### src/rtl/spi_regfile_rw_if.sv
// SPI mode-0 pin bundle shared by the register-file peripheral and its controller.
interface spi_regfile_rw_if;
  logic sclk;
  logic ncs;
  logic copi;
  logic cipo;
  logic cipo_oe;

  modport master (output sclk, output ncs, output copi, input cipo, input cipo_oe);
  modport slave  (input sclk, input ncs, input copi, output cipo, output cipo_oe);
endinterface

### src/rtl/spi_regfile_rw.sv
// SPI mode-0 peripheral exposing NUM_REGS x DATA_W readable/writable config registers,
// with per-register write strobes and a saturating rejected-frame counter.
module spi_regfile_rw #(
  parameter int NUM_REGS    = 8,
  parameter int DATA_W      = 8,
  parameter int ADDR_W      = 7,
  parameter int SYNC_STAGES = 2,
  parameter int ERR_W       = 8
) (
  input  logic                       clk,
  input  logic                       rst,
  spi_regfile_rw_if.slave            spi,
  output logic [NUM_REGS*DATA_W-1:0] reg_out,
  output logic [NUM_REGS-1:0]        wr_strobe,
  output logic [ERR_W-1:0]           err_count
);

  localparam int FRAME_LEN = 1 + ADDR_W + DATA_W;
  localparam int CNT_W     = $clog2(FRAME_LEN + 1);
  localparam logic [CNT_W-1:0] CNT_ADDR_LAST = CNT_W'(ADDR_W);
  localparam logic [CNT_W-1:0] CNT_DATA_1ST  = CNT_W'(ADDR_W + 1);
  localparam logic [CNT_W-1:0] CNT_DATA_LAST = CNT_W'(ADDR_W + DATA_W);
  localparam logic [CNT_W-1:0] CNT_FULL      = CNT_W'(FRAME_LEN);
  localparam logic [ADDR_W:0]  NUM_REGS_L    = (ADDR_W + 1)'(NUM_REGS);

  typedef enum logic [2:0] {ST_IDLE, ST_CMD, ST_ADDR, ST_DATA, ST_DONE} state_t;

  state_t                      state_r, state_s;
  logic [SYNC_STAGES-1:0]      sclk_sync_r, ncs_sync_r, copi_sync_r;
  logic                        sclk_prev_r, ncs_prev_r;
  logic                        sclk_q_s, ncs_q_s, copi_q_s;
  logic                        sclk_rise_s, sclk_fall_s, ncs_fall_s, ncs_rise_s;
  logic [CNT_W-1:0]            bit_cnt_r;
  logic                        rw_r, overrun_r, commit_r;
  logic [ADDR_W-1:0]           addr_r, addr_next_s;
  logic [DATA_W-1:0]           data_r, tx_r, rd_data_s;
  logic                        cipo_r, cipo_oe_r;
  logic [NUM_REGS*DATA_W-1:0]  reg_r;
  logic [NUM_REGS-1:0]         wr_strobe_r;
  logic [ERR_W-1:0]            err_r;
  logic                        frame_ok_s, write_ok_s, read_ok_s;

  assign sclk_q_s    = sclk_sync_r[SYNC_STAGES-1];
  assign ncs_q_s     = ncs_sync_r[SYNC_STAGES-1];
  assign copi_q_s    = copi_sync_r[SYNC_STAGES-1];
  assign sclk_rise_s = sclk_q_s & ~sclk_prev_r;
  assign sclk_fall_s = ~sclk_q_s & sclk_prev_r;
  assign ncs_fall_s  = ~ncs_q_s & ncs_prev_r;
  assign ncs_rise_s  = ncs_q_s & ~ncs_prev_r;
  assign addr_next_s = {addr_r[ADDR_W-2:0], copi_q_s};

  assign frame_ok_s = (bit_cnt_r == CNT_FULL) & ~overrun_r;
  assign write_ok_s = rw_r & frame_ok_s & ({1'b0, addr_r} < NUM_REGS_L);
  assign read_ok_s  = ~rw_r & frame_ok_s;

  assign spi.cipo    = cipo_r;
  assign spi.cipo_oe = cipo_oe_r;
  assign reg_out     = reg_r;
  assign wr_strobe   = wr_strobe_r;
  assign err_count   = err_r;

  // Synchronise the async SPI pins and keep one previous sample for edge detection.
  always_ff @(posedge clk) begin
    if (rst) begin
      sclk_sync_r <= '0;
      ncs_sync_r  <= '1;
      copi_sync_r <= '0;
      sclk_prev_r <= 1'b0;
      ncs_prev_r  <= 1'b1;
    end else begin
      sclk_sync_r <= {sclk_sync_r[SYNC_STAGES-2:0], spi.sclk};
      ncs_sync_r  <= {ncs_sync_r[SYNC_STAGES-2:0], spi.ncs};
      copi_sync_r <= {copi_sync_r[SYNC_STAGES-2:0], spi.copi};
      sclk_prev_r <= sclk_q_s;
      ncs_prev_r  <= ncs_q_s;
    end
  end

  // Read mux; addresses with no register fall through to zero.
  always_comb begin
    rd_data_s = '0;
    for (int i = 0; i < NUM_REGS; i++) begin
      rd_data_s = rd_data_s | (reg_r[i*DATA_W +: DATA_W] & {DATA_W{addr_next_s == ADDR_W'(i)}});
    end
  end

  // Frame state register.
  always_ff @(posedge clk) begin
    if (rst) begin
      state_r <= ST_IDLE;
    end else begin
      state_r <= state_s;
    end
  end

  // Frame next-state: chip-select edges win over sclk activity.
  always_comb begin
    state_s = state_r;
    if (ncs_fall_s) begin
      state_s = ST_CMD;
    end else if (ncs_rise_s) begin
      state_s = ST_IDLE;
    end else if (sclk_rise_s && !ncs_q_s) begin
      case (state_r)
        ST_CMD:  state_s = ST_ADDR;
        ST_ADDR: state_s = (bit_cnt_r == CNT_ADDR_LAST) ? ST_DATA : ST_ADDR;
        ST_DATA: state_s = (bit_cnt_r == CNT_DATA_LAST) ? ST_DONE : ST_DATA;
        default: state_s = state_r;
      endcase
    end else begin
      state_s = state_r;
    end
  end

  // Shift datapath, readback driver, commit/reject and register bank.
  always_ff @(posedge clk) begin
    if (rst) begin
      bit_cnt_r   <= '0;
      rw_r        <= 1'b0;
      overrun_r   <= 1'b0;
      addr_r      <= '0;
      data_r      <= '0;
      tx_r        <= '0;
      cipo_r      <= 1'b0;
      cipo_oe_r   <= 1'b0;
      commit_r    <= 1'b0;
      reg_r       <= '0;
      wr_strobe_r <= '0;
      err_r       <= '0;
    end else begin
      commit_r    <= 1'b0;
      wr_strobe_r <= '0;
      for (int i = 0; i < NUM_REGS; i++) begin
        if (commit_r && addr_r == ADDR_W'(i)) begin
          reg_r[i*DATA_W +: DATA_W] <= data_r;
          wr_strobe_r[i]            <= 1'b1;
        end
      end

      if (ncs_fall_s) begin
        bit_cnt_r <= '0;
        rw_r      <= 1'b0;
        overrun_r <= 1'b0;
        addr_r    <= '0;
        data_r    <= '0;
        tx_r      <= '0;
        cipo_r    <= 1'b0;
        cipo_oe_r <= 1'b0;
      end else if (ncs_rise_s) begin
        cipo_r    <= 1'b0;
        cipo_oe_r <= 1'b0;
        if (bit_cnt_r != '0) begin
          if (write_ok_s) begin
            commit_r <= 1'b1;
          end else if (!read_ok_s && err_r != '1) begin
            err_r <= err_r + ERR_W'(1);
          end
        end
      end else if (!ncs_q_s && state_r != ST_IDLE) begin
        if (sclk_rise_s) begin
          if (bit_cnt_r == CNT_FULL) begin
            overrun_r <= 1'b1;
          end else begin
            bit_cnt_r <= bit_cnt_r + CNT_W'(1);
          end
          case (state_r)
            ST_CMD:  rw_r <= copi_q_s;
            ST_ADDR: begin
              addr_r <= addr_next_s;
              if (bit_cnt_r == CNT_ADDR_LAST && !rw_r) begin
                tx_r      <= rd_data_s << 1;
                cipo_r    <= rd_data_s[DATA_W-1];
                cipo_oe_r <= 1'b1;
              end
            end
            ST_DATA: data_r <= {data_r[DATA_W-2:0], copi_q_s};
            default: ;
          endcase
        end else if (sclk_fall_s && cipo_oe_r && bit_cnt_r > CNT_DATA_1ST) begin
          // The fall right after the address phase must not shift: the MSB is still being sampled.
          cipo_r <= tx_r[DATA_W-1];
          tx_r   <= tx_r << 1;
        end
      end
    end
  end

endmodule

### src/flat_wrapper.sv
// flat-port wrapper written by rule: the top's interface ports become plain ports
module spi_regfile_rw_flat 
#(
  parameter int NUM_REGS    = 8,
  parameter int DATA_W      = 8,
  parameter int ADDR_W      = 7,
  parameter int SYNC_STAGES = 2,
  parameter int ERR_W       = 8
)
  (clk, rst, reg_out, wr_strobe, err_count, spi_sclk, spi_ncs, spi_copi, spi_cipo, spi_cipo_oe);
  spi_regfile_rw_if spi_i ();
  input  logic clk;
  input  logic rst;
  output logic [NUM_REGS*DATA_W-1:0] reg_out;
  output logic [NUM_REGS-1:0] wr_strobe;
  output logic [ERR_W-1:0] err_count;
  input wire logic [$bits(spi_i.sclk)-1:0] spi_sclk;
  input wire logic [$bits(spi_i.ncs)-1:0] spi_ncs;
  input wire logic [$bits(spi_i.copi)-1:0] spi_copi;
  output wire logic [$bits(spi_i.cipo)-1:0] spi_cipo;
  output wire logic [$bits(spi_i.cipo_oe)-1:0] spi_cipo_oe;
  assign spi_i.sclk = spi_sclk;
  assign spi_i.ncs = spi_ncs;
  assign spi_i.copi = spi_copi;
  assign spi_cipo = spi_i.cipo;
  assign spi_cipo_oe = spi_i.cipo_oe;
  spi_regfile_rw #(.NUM_REGS(NUM_REGS), .DATA_W(DATA_W), .ADDR_W(ADDR_W), .SYNC_STAGES(SYNC_STAGES), .ERR_W(ERR_W)) u_core (.clk(clk), .rst(rst), .spi(spi_i), .reg_out(reg_out), .wr_strobe(wr_strobe), .err_count(err_count));
endmodule
### config.mk
export PLATFORM = sky130hd
export DESIGN_NAME = spi_regfile_rw_flat
export DESIGN_NICKNAME = d
export VERILOG_FILES = /design/src/rtl/spi_regfile_rw_if.sv /design/src/rtl/spi_regfile_rw.sv /design/src/flat_wrapper.sv
export SDC_FILE = /design/constraint.sdc
export NUM_CORES = 1
export LEC_CHECK = 0
export CAP_MARGIN = 30
export CORE_MARGIN = 1
export CORE_UTILIZATION = 25
export CTS_BUF_LIST = sky130_fd_sc_hd__clkbuf_4 sky130_fd_sc_hd__clkbuf_8
export CTS_CLUSTER_SIZE = 24
export DETAILED_ROUTE_END_ITERATION = 10
export GPL_TIMING_DRIVEN = 0
export PLACE_DENSITY = 0.52
export SLEW_MARGIN = 20
export SYNTH_ARGS = -nofsm -noshare
export SYNTH_HDL_FRONTEND = slang
export SYNTH_SLANG_ARGS = --single-unit
### constraint.sdc
create_clock -name clk -period 4 [get_ports clk]
set_input_delay 0.8 -clock clk [delete_from_list [all_inputs] [get_ports clk]]
set_output_delay 0.8 -clock clk [all_outputs]
set_load 0.02 [all_outputs]
### Cell density map, run 1

Scale: 2 px per µm. 15 x 15 tiles, from white (low) to dark blue (high), 0 to 100% covered.
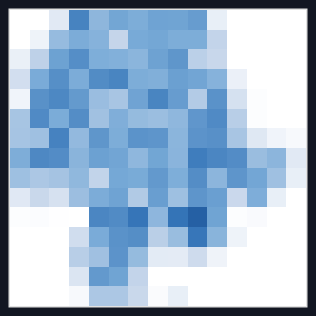
fullest tile: 81%
mean over tiles: 30%
tiles over 75% full: 0.40%
placeable core area: 20960 µm²
Core Util at FP: 0.2543
share of the core filled with cells: 0.3326

### Clock wires, drivers and flops, run 1

Scale: 2 px per µm.
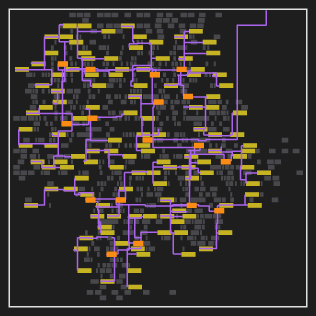
[yellow] flip-flops | count: 123
[purple] clock wires | length: 1750 µm
[orange] clock-net drivers | count: 17
routed clock nets: 18
clock tree skew after final layout: 0.01615 ns
clock network fraction of design power: 0.484

### The metal 3 layer, run 1

Scale: 3 px per µm. Cells faint in the background.
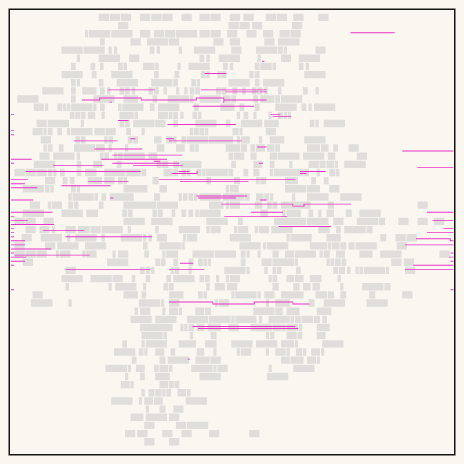
nets with wire on the layer: 79
main direction: horizontal
longest straight run: 45.1 µm
share of all routed wire: 5.9%
met3 track demand over resource: 0.04012
Routed WL: 18310 µm

==> README.md, run 1 <==
| Stage | Item | This run |
|:---|:---|:---|
| outcome | Outcome | finished clean |
| logic synthesis | Yosys aoi share | 0.1385 |
| worst setup path | Series of cell instances along the critical path | clkbuf_1 > buf_2 > buf_2 > mux2i_1 > o21ai_0 > o211ai_1 > a211oi_2 |
| logic synthesis | Total of flip-flops plus latches after synthesis | 123 |
| place | Sum of net half-perimeters after detailed placement | 13110 µm |
| final timing | Final setup viols | 0 |
| final layout | Flip-flop and latch area | 2462 µm² |
| worst setup path | R2R Setup Slk | 1.49 ns |
| worst hold path | Path class of the lowest-slack min-delay path | register to register |
| worst setup path | Buffers and inverters on the worst path | 3 |
| floorplanning | Overall die width | 148 µm |
| floorplanning | Row count | 53 |
| floorplanning | Area of the die | 21900 µm² |
| final layout | Proportion of layout cells with a drive suffix above 1 | 0.1004 |
| logic synthesis | Post-synthesis cell type with the largest combined area | dfxtp_1 |
| logic synthesis | Top cell types by occurrence after synthesis | dfxtp_1, nand2_1, nand3_1, a21oi_1, nor2_1 |
| clocking | Number of clock sinks seen by CTS | 123 |
| worst setup path | Critical path fanouts, max | 10 |
| logic synthesis | Top cells, area | dfxtp_1, mux2i_1, nand3_1, a21oi_1, nand2_1 |
| worst setup path | Crit path arrival time | 2.82 ns |
| power and ir drop | Pwr Total | 2.496 mW |
| floorplanning | Number of I/O pins | 87 |
| logic synthesis | Synthesized chip area reported by yosys | 5329 µm² |
| final layout | Multi-input gate area in the final layout | 2649 µm² |
| final timing | Post-route fraction of the period consumed by the critical path | 0.6286 |
| logic synthesis | Share of cell area taken by muxes after synthesis | 0.09063 |
| worst setup path | Start point of the critical path | u_core.addr_r[1]$_SDFFE_PP0P_ |
| final timing | Post-route setup slack | 1.485 ns |
| final timing | Setup total negative slack | 0 ns |
| logic synthesis | Most used flip-flop cell after synthesis | dfxtp_1 |
| worst setup path | Category of the worst setup path capture point | register |
| final timing | Count of final max-slew check failures | 0 |
| logic synthesis | Most used standard cell by instance count after synthesis | dfxtp_1 |
| worst setup path | Data required time at the worst endpoint | 4.31 ns |
| clocking | Number of setup buffers added after CTS | 0 |
| worst setup path | Crit-path most repeated cell | buf_2 |
| grt | Global-route wire length before repair | 27770 µm |
| routing | Tally of nets with antenna violations remaining after routing | 0 |
| clocking | Insertion Delay late pin | 0.45 ns |
| worst hold path | Min-delay src | u_core.ncs_sync_r[0]$_SDFF_PP1_ |
| clocking | Post-cts sizing count | 0 |
| logic synthesis | Synth Area in Adders | 0.01151 |
| clocking | Maximum clock insertion buffer count | 2 |
| grt | Number of antenna violations at the first check in global routing | 0 |
| clocking | CTS tree | yes |
| final timing | Slew headroom | 0.4007 |
| routing | Number of DRC markers in iteration 0 | 370 |
| final timing | Number of endpoints with negative hold slack in the final report | 0 |
| worst setup path | Worst r2r src | u_core.addr_r[1]$_SDFFE_PP0P_ |
| clocking | Clock edge transition at the registers on the reported setup and hold paths | 0.07 ns |
| final layout | Antenna diodes | 0 |
| final layout | Filler cell count in the final layout | 2218 |
| floorplanning | Vertical die size | 148 µm |
| worst setup path | Reg2Reg Depth | 7 |
| logic synthesis | Post-synth EDFFs | 0 |
| logic synthesis | Synth Instances | 609 |
| final layout | Number of nets at the end of the flow | 723 |
| worst setup path | Reg-to-reg critical path endpoint | u_core.tx_r[6]$_SDFFE_PP0P_ |
| final timing | Maximum operating frequency | 397.7 MHz |
## run 1: power breakdown
| part | internal (mW) | switching [mW] |
|---|---|---|
| Sequential | 1.23 | 0.00352 |
| Clock | 0.663 | 0.544 |
| Combinational | 0.0156 | 0.0425 |
| Total | 1.91 | 0.591 |
## run 1: registers in the layout, indices dropped and copies added (netlist names), 2 cells and up
name                count
u_core.wr_strobe        8
u_core.tx_r             7
u_core.sclk_sync_r      2
u_core.addr_r           7
u_core.ncs_sync_r       2
u_core.err_count        8
u_core.copi_sync_r      2
u_core.data_r           8
u_core.bit_cnt_r        5
u_core.state_r          3
u_core.reg_out         64
## run 1: routing by layer
layer	share of wire	wire length, µm	vias up	global-route usage
met5	0	0	-	0
met4	0.015	267	0	0.05309
met3	0.059	1080	16	0.04012
met2	0.44	8127	150	0.2509
met1	0.48	8831	2354	0.2431
li1	-	-	2338	-
## run 1: area by class of cell
| class | instances | share of cell area |
|---|---|---|
| inverters | 5 | 0.002693 |
| repair buffers | 86 | 0.1235 |
| flip-flops and latches | 123 | 0.3533 |
| well taps | 275 | 0.04936 |
| multi-input cells | 433 | 0.3800 |
| plain buffers | 48 | 0.02926 |
| clock inverters | 12 | 0.02334 |
| clock buffers | 20 | 0.03859 |
## run 1: cells by family after synthesis
logic type | count (synthesis)
mux | 44
buf+inv | 53
flops | 123
compound gates | 108
xor+xnor | 10
fa+ha+maj | 5
simple gates | 266
## run 1: how the worst max path moves through the flow
stage | cells past startpoint | to | slack (ns)
2_1_floorplan | 6 | u_core.tx_r[2]$_SDFFE_PP0P_ | 1.95
3_3_place_gp | 4 | u_core.wr_strobe[0]$_SDFF_PP0_ | 1.33
3_5_place_dp | 4 | u_core.wr_strobe[0]$_SDFF_PP0_ | 1.35
4_1_cts | 5 | u_core.tx_r[5]$_SDFFE_PP0P_ | 1.59
5_1_grt | 6 | u_core.tx_r[3]$_SDFFE_PP0P_ | 1.43
6_report | 7 | u_core.tx_r[6]$_SDFFE_PP0P_ | 1.49
## run 1: metrics by stage
stage	area [µm²]	cells	utilization
after floorplan	5329	609	-
after global placement	6534	970	0.3118
after detailed placement	6539	970	0.3120
after CTS	6970	1002	0.3326
after global routing	6970	1002	0.3326
final	6970	1002	0.3326
## run 1: layout by cell type, fill, tap and decap left out, drive strengths merged, types with 3 or more instances in the layout
cell type,Yosys,final
buf,18,18
a31oi,3,3
a211oi,4,4
or2,5,5
a221oi,4,4
nor2b,12,12
dfxtp,123,123
ha,4,4
clkbuf,30,50
nand3,64,64
mux2,4,4
clkdlybuf4s50,0,86
o211ai,3,3
clkinvlp,0,5
inv,5,8
and3,4,4
nor4,7,7
mux2i,37,37
nand2b,7,7
xnor2,8,8
mux4,3,3
nor3,13,13
a21oi,62,62
a22oi,3,3
bufinv,0,3
nand2,77,77
nor2,62,62
o21ai,7,7
## Run 2: what changed since run 1
==> constraint.sdc (replaced) <==
create_clock -name clk -period 2.5 [get_ports clk]
set_input_delay 0.5 -clock clk [delete_from_list [all_inputs] [get_ports clk]]
set_output_delay 0.5 -clock clk [all_outputs]
set_load 0.02 [all_outputs]
### Cell density map, run 2

Scale: 2 px per µm. 15 x 15 tiles, from white (low) to dark blue (high), 0 to 100% covered.
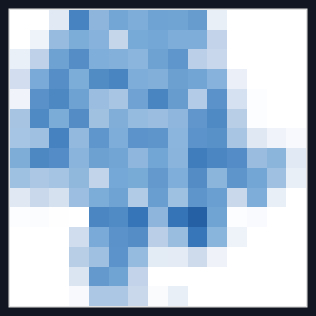
emptiest ninth of the die: bottom right
mean over tiles: 30%
nearly empty tiles: 29%
tiles over 75% full: 0.40%
share of the core filled with cells: 0.3325

==> run 2 against run 1 <==
Effect of this change:
- via count is the same
- sequential share of layout area is essentially flat
- cell count is essentially flat
- sequential power grew about 60%
- register-to-register slack lost 1.5 ns
- critical path type unchanged
- first-iteration DRC count shrank 4.6%
- total power grew 60%
- largest power group unchanged
- combinational power grew 57%
- clock-buffer cell count is the same
- die area is the same
==> README.md, run 2 <==
| Stage | Item | This run |
|:---|:---|:---|
| outcome | Outcome | finished clean |
| final timing | Setup total negative slack | 0 ns |
| worst setup path | Category of the worst setup path capture point | register |
| logic synthesis | Top cells, area | dfxtp_1, mux2i_1, nand3_1, a21oi_1, nand2_1 |
| final layout | Number of nets at the end of the flow | 722 |
| routing | Routed WL | 18200 µm |
| floorplanning | Overall die width | 148 µm |
| clocking | Number of setup buffers added after CTS | 0 |
| place | Placed Instance Area | 6539 µm² |
| final layout | Highest-count logic cell in the final layout | dfxtp_1 |
| clocking | Number of clock sinks seen by CTS | 123 |
| worst setup path | Crit-path most repeated cell | buf_2 |
| worst setup path | Worst r2r src | u_core.addr_r[1]$_SDFFE_PP0P_ |
| clocking | Maximum clock insertion buffer count | 2 |
| clocking | Insertion Delay late pin | 0.46 ns |
| logic synthesis | Most used flip-flop cell after synthesis | dfxtp_1 |
| routing | Tally of nets with antenna violations remaining after routing | 0 |
| worst hold path | Min-delay src | u_core.ncs_sync_r[0]$_SDFF_PP1_ |
| floorplanning | Core Util at FP | 0.2543 |
| worst setup path | Start point of the critical path | u_core.addr_r[1]$_SDFFE_PP0P_ |
| floorplanning | Area of the die | 21900 µm² |
| worst hold path | Path class of the lowest-slack min-delay path | register to register |
| place | Sum of net half-perimeters after detailed placement | 13110 µm |
| floorplanning | Number of I/O pins | 87 |
| logic synthesis | Top cell types by occurrence after synthesis | dfxtp_1, nand2_1, nand3_1, a21oi_1, nor2_1 |
| clocking | Post-cts sizing count | 0 |
| floorplanning | Row count | 53 |
| final timing | Final setup viols | 0 |
| final timing | Clock tree skew after final layout | 0.01586 ns |
| final layout | Antenna diodes | 0 |
| logic synthesis | Most used standard cell by instance count after synthesis | dfxtp_1 |
| final timing | Post-route setup slack | 0.03127 ns |
| clocking | Clock edge transition at the registers on the reported setup and hold paths | 0.07 ns |
| grt | Global-route wire length before repair | 27770 µm |
| clocking | CTS tree | yes |
| grt | Maximum number of pins on one net before global-route repair | 17 |
| worst setup path | Crit path arrival time | 2.78 ns |
| final timing | Count of final max-slew check failures | 0 |
| final timing | Slew headroom | 0.3570 |
| logic synthesis | Post-synthesis cell type with the largest combined area | dfxtp_1 |
| logic synthesis | Synthesized chip area reported by yosys | 5329 µm² |
| final timing | Maximum operating frequency | 405.1 MHz |
| floorplanning | Placeable core area | 20960 µm² |
| final layout | Area of all placed cells without fillers | 6967 µm² |
| worst setup path | Series of cell instances along the critical path | clkbuf_1 > buf_2 > buf_2 > mux2i_1 > o21ai_0 > o211ai_1 > a211oi_2 |
| power and ir drop | Pwr Total | 3.995 mW |
run 2: cell count changes in the layout (fill, tap and decap cells not counted):
cell	change
buf_1	-1
run 2: through the flow:
stage / std cells / utilization
floorplan: 609 / -
global placement: 970 / 0.3118
detailed placement: 970 / 0.3120
CTS: 1002 / 0.3326
global route: 1001 / 0.3325
finish: 1001 / 0.3325
run 2: cell families (layout without fill, tap and decap cells):
| kind of cell | Yosys count | in the layout | synth area share |
|---|---|---|---|
| multiplexers | 44 | 44 | 0.09063 |
| AND/OR/NAND/NOR | 266 | 266 | 0.2390 |
| XOR/XNOR | 10 | 10 | 0.01644 |
| flip-flops | 123 | 123 | 0.4621 |
| adder cells (fa/ha/maj) | 5 | 5 | 0.01151 |
| AND-OR/OR-AND | 108 | 108 | 0.1385 |
| buffers and inverters | 53 | 170 | 0.04179 |
run 2: worst max-delay path, delay by kind of cell, from the launching register on:
family	cells	cell delay [ns]
buffers and inverters	3	1.18
AND-OR/OR-AND	3	0.59
flip-flops	1	0.31
multiplexers	1	0.23
run 2: layout make-up:
| class | count | area (µm²) |
|---|---|---|
| sequential | 123 | 2462 |
| clock inverter | 12 | 162.7 |
| tap | 275 | 344.1 |
| inverter | 5 | 18.77 |
| buffer | 47 | 200.2 |
| timing repair buffer | 86 | 860.8 |
| fill | 2217 | 13990 |
| clock buffer | 20 | 269.0 |
| multi-input combinational | 433 | 2649 |
run 2: metal layers:
metal / track usage / share of wire / vias to the layer above
li1: - / - / 2335
met1: 0.2431 / 0.49 / 2372
met2: 0.2509 / 0.45 / 133
met3: 0.04012 / 0.052 / 18
met4: 0.05309 / 0.015 / 0
met5: 0 / 0 / -
run 2: power by group:
| group | leakage, nW | internal, mW | switching (mW) |
|---|---|---|---|
| Sequential | 0.992 | 1.96 | 0.00569 |
| Clock | 0.202 | 1.06 | 0.874 |
| Combinational | 1.18 | 0.0248 | 0.0667 |
| Total | 2.37 | 3.05 | 0.947 |
run 2: path summary, 6_finish.rpt:
path / endpoint / slack [ns] / cells past startpoint
worst min-delay path: u_core.ncs_sync_r[1]$_SDFF_PP1_ / 0.42 / 1
worst max-delay path: u_core.tx_r[6]$_SDFFE_PP0P_ / 0.03 / 7
worst max register to register: u_core.tx_r[6]$_SDFFE_PP0P_ / 0.03 / 7
worst min register to register: u_core.ncs_sync_r[1]$_SDFF_PP1_ / 0.42 / 1
Power and IR drop assume default switching activity.
